<file path="src/rtl/pcie_intr_mc_ctrl_pkg.sv">
// Shared types and constants for the multi-source PCIe interrupt controller.
// Optional macro PCIE_INTR_COALESCE_EN adds the MSI holdoff state.
package pcie_intr_mc_ctrl_pkg;

  localparam int MAX_SRC = 8;
  localparam int VEC_W   = 8;
  localparam int IDX_W   = $clog2(MAX_SRC);

  typedef enum logic [2:0] {
    ST_IDLE         = 3'd0,
    ST_MSI_REQ      = 3'd1,
    ST_LEG_ASSERT   = 3'd2,
    ST_LEG_ACTIVE   = 3'd3,
    ST_LEG_DEASSERT = 3'd4
`ifdef PCIE_INTR_COALESCE_EN
    ,
    ST_HOLDOFF      = 3'd5
`endif
  } st_e;

  // Source index mapped onto the allocated MSI vector range.
  function automatic logic [VEC_W-1:0] vec_cap(
    input logic [IDX_W-1:0] win,
    input logic [2:0]       mmen
  );
    logic [VEC_W-1:0] lim;
    logic [VEC_W-1:0] w;
    lim = (VEC_W'(1) << mmen) - VEC_W'(1);
    w   = {{(VEC_W-IDX_W){1'b0}}, win};
    return (w > lim) ? lim : w;
  endfunction

endpackage

</file>
<file path="src/rtl/pcie_intr_rr_arb.sv">
// Round-robin pick of the first pending source at or after the pointer.
// Purely combinational; returns index and valid.
module pcie_intr_rr_arb
  import pcie_intr_mc_ctrl_pkg::*;
#(
  parameter int NUM_SRC = 4
) (
  input  logic [NUM_SRC-1:0]   i_pend,
  input  logic [IDX_W-1:0]     i_ptr,
  output logic [IDX_W-1:0]     o_idx,
  output logic                 o_vld
);

  logic [2*NUM_SRC-1:0] w_rot;
  logic [IDX_W:0]       w_sum;

  assign w_rot = {i_pend, i_pend} >> i_ptr;

  // Scan downwards so the nearest slot after the pointer wins last.
  always_comb begin
    o_vld = 1'b0;
    o_idx = '0;
    w_sum = '0;
    for (int k = NUM_SRC - 1; k >= 0; k--) begin
      if (w_rot[k]) begin
        w_sum = {1'b0, i_ptr} + (IDX_W+1)'(k);
        if (w_sum >= (IDX_W+1)'(NUM_SRC))
          w_sum = w_sum - (IDX_W+1)'(NUM_SRC);
        o_vld = 1'b1;
        o_idx = w_sum[IDX_W-1:0];
      end
    end
  end

endmodule

</file>
<file path="src/rtl/pcie_intr_mc_ctrl.sv">
// Multi-source MSI / legacy INTx interrupt controller for a PCIe endpoint.
// Define PCIE_INTR_COALESCE_EN to enable the post-grant MSI holdoff.
module pcie_intr_mc_ctrl
  import pcie_intr_mc_ctrl_pkg::*;
#(
  parameter int NUM_SRC   = 4,
  parameter int HOLDOFF_W = 16
) (
  input  logic                 clk,
  input  logic                 rst,
  input  logic                 init_rst_i,
  input  logic [NUM_SRC-1:0]   src_done_i,
  input  logic [NUM_SRC-1:0]   src_en_i,
  input  logic                 msi_on,
  input  logic [2:0]           msi_mmenable_i,
  input  logic [NUM_SRC-1:0]   intr_ack_i,
  input  logic [HOLDOFF_W-1:0] holdoff_i,
  output logic                 cfg_interrupt_n_o,
  input  logic                 cfg_interrupt_rdy_n_i,
  output logic                 cfg_interrupt_assert_n_o,
  output logic [VEC_W-1:0]     cfg_interrupt_di_o,
  input  logic                 cfg_interrupt_legacyclr,
  output logic [NUM_SRC-1:0]   intr_status_o
);

  st_e                  r_state;
  st_e                  w_nxt;
  logic [NUM_SRC-1:0]   r_pend;
  logic [IDX_W-1:0]     r_ptr;
  logic [IDX_W-1:0]     r_win;
  logic [IDX_W-1:0]     w_arb_idx;
  logic                 w_arb_vld;
  logic                 w_grant;
  logic                 w_msi_done;
  logic                 w_legclr;
  logic [NUM_SRC-1:0]   w_win_oh;
  logic [NUM_SRC-1:0]   w_clr;

  pcie_intr_rr_arb #(
    .NUM_SRC (NUM_SRC)
  ) u_arb (
    .i_pend (r_pend),
    .i_ptr  (r_ptr),
    .o_idx  (w_arb_idx),
    .o_vld  (w_arb_vld)
  );

  assign w_grant    = ~cfg_interrupt_rdy_n_i;
  assign w_msi_done = (r_state == ST_MSI_REQ) & w_grant;
  assign w_legclr   = (r_state == ST_LEG_ACTIVE) & cfg_interrupt_legacyclr;
  assign w_win_oh   = NUM_SRC'(1) << r_win;
  assign w_clr      = intr_ack_i
                    | {NUM_SRC{init_rst_i | w_legclr}}
                    | (w_msi_done ? w_win_oh : '0);
  assign intr_status_o = r_pend;

`ifdef PCIE_INTR_COALESCE_EN
  logic [HOLDOFF_W-1:0] r_cnt;

  // Holdoff counter: latched at MSI grant, counts down in HOLDOFF.
  always_ff @(posedge clk) begin
    if (rst)
      r_cnt <= '0;
    else if (w_msi_done)
      r_cnt <= holdoff_i;
    else if (r_state == ST_HOLDOFF)
      r_cnt <= r_cnt - HOLDOFF_W'(1);
  end
`else
  logic w_unused_holdoff;
  assign w_unused_holdoff = ^holdoff_i;
`endif

  // Pending bits: a new strobe beats any clear in the same cycle.
  always_ff @(posedge clk) begin
    if (rst)
      r_pend <= '0;
    else
      r_pend <= (r_pend & ~w_clr) | (src_done_i & src_en_i);
  end

  // Winner is frozen on MSI entry; pointer advances past it on grant.
  always_ff @(posedge clk) begin
    if (rst) begin
      r_win <= '0;
      r_ptr <= '0;
    end else begin
      if ((r_state == ST_IDLE) && (w_nxt == ST_MSI_REQ))
        r_win <= w_arb_idx;
      if (w_msi_done)
        r_ptr <= (r_win == IDX_W'(NUM_SRC - 1)) ? '0
                                                : r_win + IDX_W'(1);
    end
  end

  // State register.
  always_ff @(posedge clk) begin
    if (rst)
      r_state <= ST_IDLE;
    else
      r_state <= w_nxt;
  end

  // Next state and handshake outputs.
  always_comb begin
    w_nxt                    = r_state;
    cfg_interrupt_n_o        = 1'b1;
    cfg_interrupt_assert_n_o = 1'b1;
    cfg_interrupt_di_o       = '0;
    unique case (r_state)
      ST_IDLE: begin
        if (w_arb_vld)
          w_nxt = msi_on ? ST_MSI_REQ : ST_LEG_ASSERT;
      end
      ST_MSI_REQ: begin
        cfg_interrupt_n_o  = 1'b0;
        cfg_interrupt_di_o = vec_cap(r_win, msi_mmenable_i);
        if (w_grant) begin
`ifdef PCIE_INTR_COALESCE_EN
          w_nxt = (holdoff_i != '0) ? ST_HOLDOFF : ST_IDLE;
`else
          w_nxt = ST_IDLE;
`endif
        end
      end
      ST_LEG_ASSERT: begin
        cfg_interrupt_n_o        = 1'b0;
        cfg_interrupt_assert_n_o = 1'b0;
        if (w_grant)
          w_nxt = ST_LEG_ACTIVE;
      end
      ST_LEG_ACTIVE: begin
        if ((r_pend == '0) || cfg_interrupt_legacyclr)
          w_nxt = ST_LEG_DEASSERT;
      end
      ST_LEG_DEASSERT: begin
        cfg_interrupt_n_o = 1'b0;
        if (w_grant)
          w_nxt = ST_IDLE;
      end
`ifdef PCIE_INTR_COALESCE_EN
      ST_HOLDOFF: begin
        if (r_cnt <= HOLDOFF_W'(1))
          w_nxt = ST_IDLE;
      end
`endif
      default: w_nxt = ST_IDLE;
    endcase
  end

endmodule
</file>
<file path="config.mk">
export PLATFORM = sky130hd
export DESIGN_NAME = pcie_intr_mc_ctrl
export DESIGN_NICKNAME = d
export VERILOG_FILES = /design/src/rtl/pcie_intr_mc_ctrl_pkg.sv /design/src/rtl/pcie_intr_rr_arb.sv /design/src/rtl/pcie_intr_mc_ctrl.sv
export SDC_FILE = /design/constraint.sdc
export NUM_CORES = 1
export LEC_CHECK = 0
export CAP_MARGIN = 5
export CELL_PAD_IN_SITES_DETAIL_PLACEMENT = 1
export CELL_PAD_IN_SITES_GLOBAL_PLACEMENT = 1
export CORE_MARGIN = 2
export CORE_UTILIZATION = 26
export DETAILED_ROUTE_END_ITERATION = 7
export GPL_TIMING_DRIVEN = 0
export PLACE_DENSITY_LB_ADDON = 0.1
export SLEW_MARGIN = 20
export SYNTH_ARGS = -nofsm -noshare
export SYNTH_HDL_FRONTEND = slang
export SYNTH_HIERARCHICAL = 1
export SYNTH_SLANG_ARGS = --single-unit
</file>
<file path="constraint.sdc">
create_clock -name clk -period 1.79 [get_ports clk]
set_clock_uncertainty 0.1 [all_clocks]
set_input_delay 0.179 -clock clk [delete_from_list [all_inputs] [get_ports clk]]
set_output_delay 0.179 -clock clk [all_outputs]
set_load 0.01 [all_outputs]
</file>
**Placed cells, one colour a class**

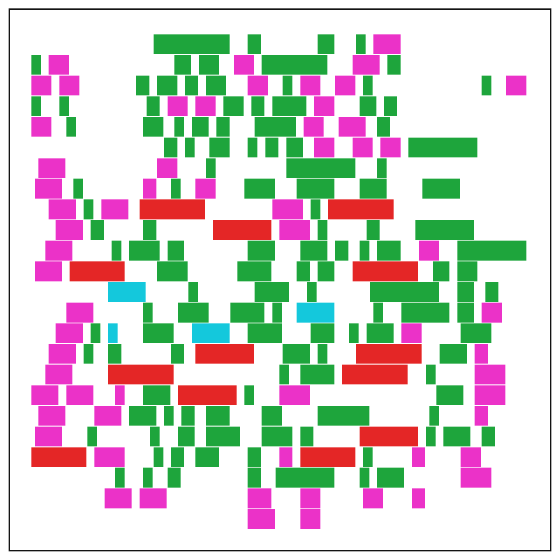
class	colour	cells	share of their area
flip-flops	red	13	15%
other buffers and delay cells	magenta	62	28%
clock drivers and dummy loads	cyan	4	2.4%
all other logic	green	129	54%
Core Region: 0.004354 sq mm
Design Area, Final: 0.001928 sq mm
sequential share of cell area: 14.93%
final core utilization: 44.28%

**Congestion heat map**

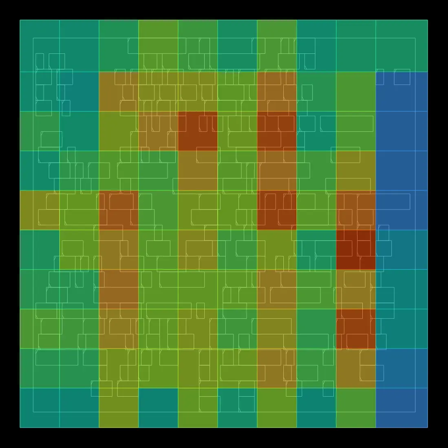
WL per Instance: 14.70 um
GR Util met3: 3.846%

==> impl_metrics.yaml <==
# flow metrics
clock_tree:
  ctsHtreeMaxLevel: 1
  worstSkewPairLatency_ns: 0.24
  cts_sinks: 13
  cts_hold_buf: 0
  cts_tree: "done"
  clock-root-buffer: "clkbuf_8"
  cts_max_path_buffers: 2
  clk_pin_slew_worst_paths_ns: 0.06
  cts_buffers: 3
grt:
  grt_pass1_vias: 1334
  grt_max_degree: 12
  antenna_found_initial: 0
  overflow: 0
  grt_pass1_wl_mm: 6.244
  grt_use_total_pct: 15.11
floorplanning:
  ios: 51
  fp_util_pct: 26.93
  die_x_um: 71.15
  die_y_um: 71.15
  std_cell_rows: 24
  die_area_sq_mm: 0.005062
power_and_ir_drop:
  p_per_area_mw_per_mm2: 509.7
  vdd_drop_max_mv: 0.3391
  p_total_uw: 982.7
  p_leak_nw: 0.7667
final_layout:
  num-fill-cells: 504
  antenna_cells: 0
  layout_top_cell: "buf_4"
  final_cell_mix: "25 x buf_4, 22 x clkdlybuf4s50_1, 14 x nand2_1"
  final_layout_size_suffix_gt1_share_pct: 37.50
  area_growth_pct: 64.46
  seq_area_sq_um: 287.8
  nNetsFinal: 254
  logic_area_sq_um: 957.2
synthesis:
  syn_inst: 152
  synth_flop_count: 13
  ys_cells: 152
  synth_adder_area_share_pct: 8.538
  synth.distinct_cells: 44
  mux_share_pct: 5.977
  synth_area_per_cell_sq_um: 7.713
  ys_sh_simple_pct: 24.97
  yosys.stat.seqShare_pct: 22.20
  yosys_warnings: 6
  xor_share_pct: 0.7471
  edf_count: 0
  synthArstFlopShare_pct: 0
  ys_top_logic_family: "AND-OR/OR-AND gates"
  yosys.area_share.aoi_pct: 26.15
  ys_area_sq_mm: 0.001172
  ys.flop_type: "dfxtp_1"
  synth_area_sq_mm: 0.001172
placed_design:
  hpwl_mm: 2.711
  place.gp.congestion: 0.8132
  numPortBuffers: 29
final_timing:
  maxSlewViolCount: 0
  period_used_pct: 113.2
  fin_crit_ns: 2.026
  setup_violations: 5
  fin_hold_ws_ns: 0.3784
  hold_violations: 0
  worst_slack_ns: -0.2365
  finalSetupTns_ns: -0.6075
  fmax_ghz: 0.4935
  rsz0062_at_grt: "true"
min_path:
  hp-class: "input port to flip-flop"
  holdCritStartpoint: "src_en_i[2]"
setup_path:
  crit_type: "flip-flop to output port"
  r2r_slack_ns: -0.05
  endpoint_kind: "output port"
  worst_ep_required_time_ns: 1.51
  crit_fanout: 2
  crit_path_start: "r_win[1]"
  rr_startpoint: "r_ptr[0]"
  start_kind: "flip-flop"
  worstPathArrival_ns: 1.75
run_status:
  status: "complete, but fails checks"
  violations: "setup timing"
detailed_routing:
  vias_per_cell: 4.965
  wl_mm: 3.822
  drc: 0
  drtIter0Drc: 42
  route.vias.total: 1291
  ant_nets: 0
  first_pass_iters: 3
flow_run:
  warning_count: 49
  cap_violations: 0
==> state kept, by name, summed over array words and instances, names as in the netlist <==
signal	cells
r_win	3
r_state	3
intr_status_o	4
r_ptr	3
==> layer usage <==
| layer | global-route usage (%) | vias up | part of all wire (%) |
|---|---|---|---|
| met5 | 0 | - | 0 |
| met4 | 0.6289 | 0 | 0 |
| met3 | 3.846 | 0 | 4.6 |
| met2 | 26.85 | 31 | 50 |
| met1 | 19.34 | 616 | 45 |
| li1 | - | 644 | - |
==> synth_stat cells, types with 2 or more instances <==
cell type  number  area [sq um]
a2111o_1        4         45.04
a21oi_1        11         55.05
a311o_1         2         20.02
buf_2           2         10.01
buf_4           6         45.04
clkbuf_1        4         15.01
conb_1          2         7.510
dfxtp_1        13         260.3
ha_1            8         100.1
inv_1          10         37.54
mux2i_1         7         70.07
nand2_1        15         56.30
nand2b_1        3         18.77
nand3_1         2         10.01
nor2_1         14         52.55
nor2b_2         2         17.52
nor3_1          2         10.01
nor4_1          2         12.51
o211ai_1        3         22.52
o21ai_0        10         50.05
o21ai_1         2         10.01
o31ai_1         3         22.52
or3_1           4         25.02
==> worst max-delay path, cell delays in order (launching register included) <==
cell and delay (ns):
dfxtp_4 0.35, ha_4 0.21, buf_4 0.13, nand3_4 0.07, o31ai_4 0.07, nor2_2 0.12, buf_4 0.14, buf_6 0.08
mux2i_1 0.17, buf_2 0.16
==> cells by family after synthesis <==
group / count (synthesis)
xor+xnor: 1
other cells: 2
compound gates: 44
buf+inv: 25
flops: 13
fa+ha+maj: 8
mux: 7
simple gates: 52
==> what timing repair did <==
action	CTS	global route
endpoints found under the setup margin	9	8
setup buffers	14	7
gates resized	65	15
pin swaps	14	8
==> per-stage QoR <==
step / area (sq um) / setup slack (ns) / instances
floorplan: 1204 / -0.01633 / 156
global placement: 1559 / -1.019 / 237
detailed placement: 1559 / -1.048 / 237
CTS: 1833 / -0.2692 / 254
global route: 1928 / -0.3377 / 260
finish: 1928 / -0.2365 / 260
==> final timing paths <==
path                                               to  depth (start not counted)
worst max-delay path            cfg_interrupt_di_o[1]                          9
worst min-delay path                 intr_status_o[2]                          3
worst max register to register               r_win[1]                          9
worst min register to register               r_ptr[1]                          2
==> final cells by class <==
class / count / area share, %
plain buffers: 13 / 5.386
clock buffers: 4 / 2.336
inverters: 11 / 2.271
multi-input cells: 118 / 49.64
flip-flops and latches: 13 / 14.93
well taps: 52 / 3.374
repair buffers: 49 / 22.06
==> power by group <==
group / leakage, nW / internal (mW) / switching [mW]
logic: 0.632 / 0.210 / 0.176
registers: 0.112 / 0.304 / 0.0301
clock network: 0.0228 / 0.157 / 0.106
total: 0.767 / 0.671 / 0.312
Power is estimated from default activity; no workload was simulated.
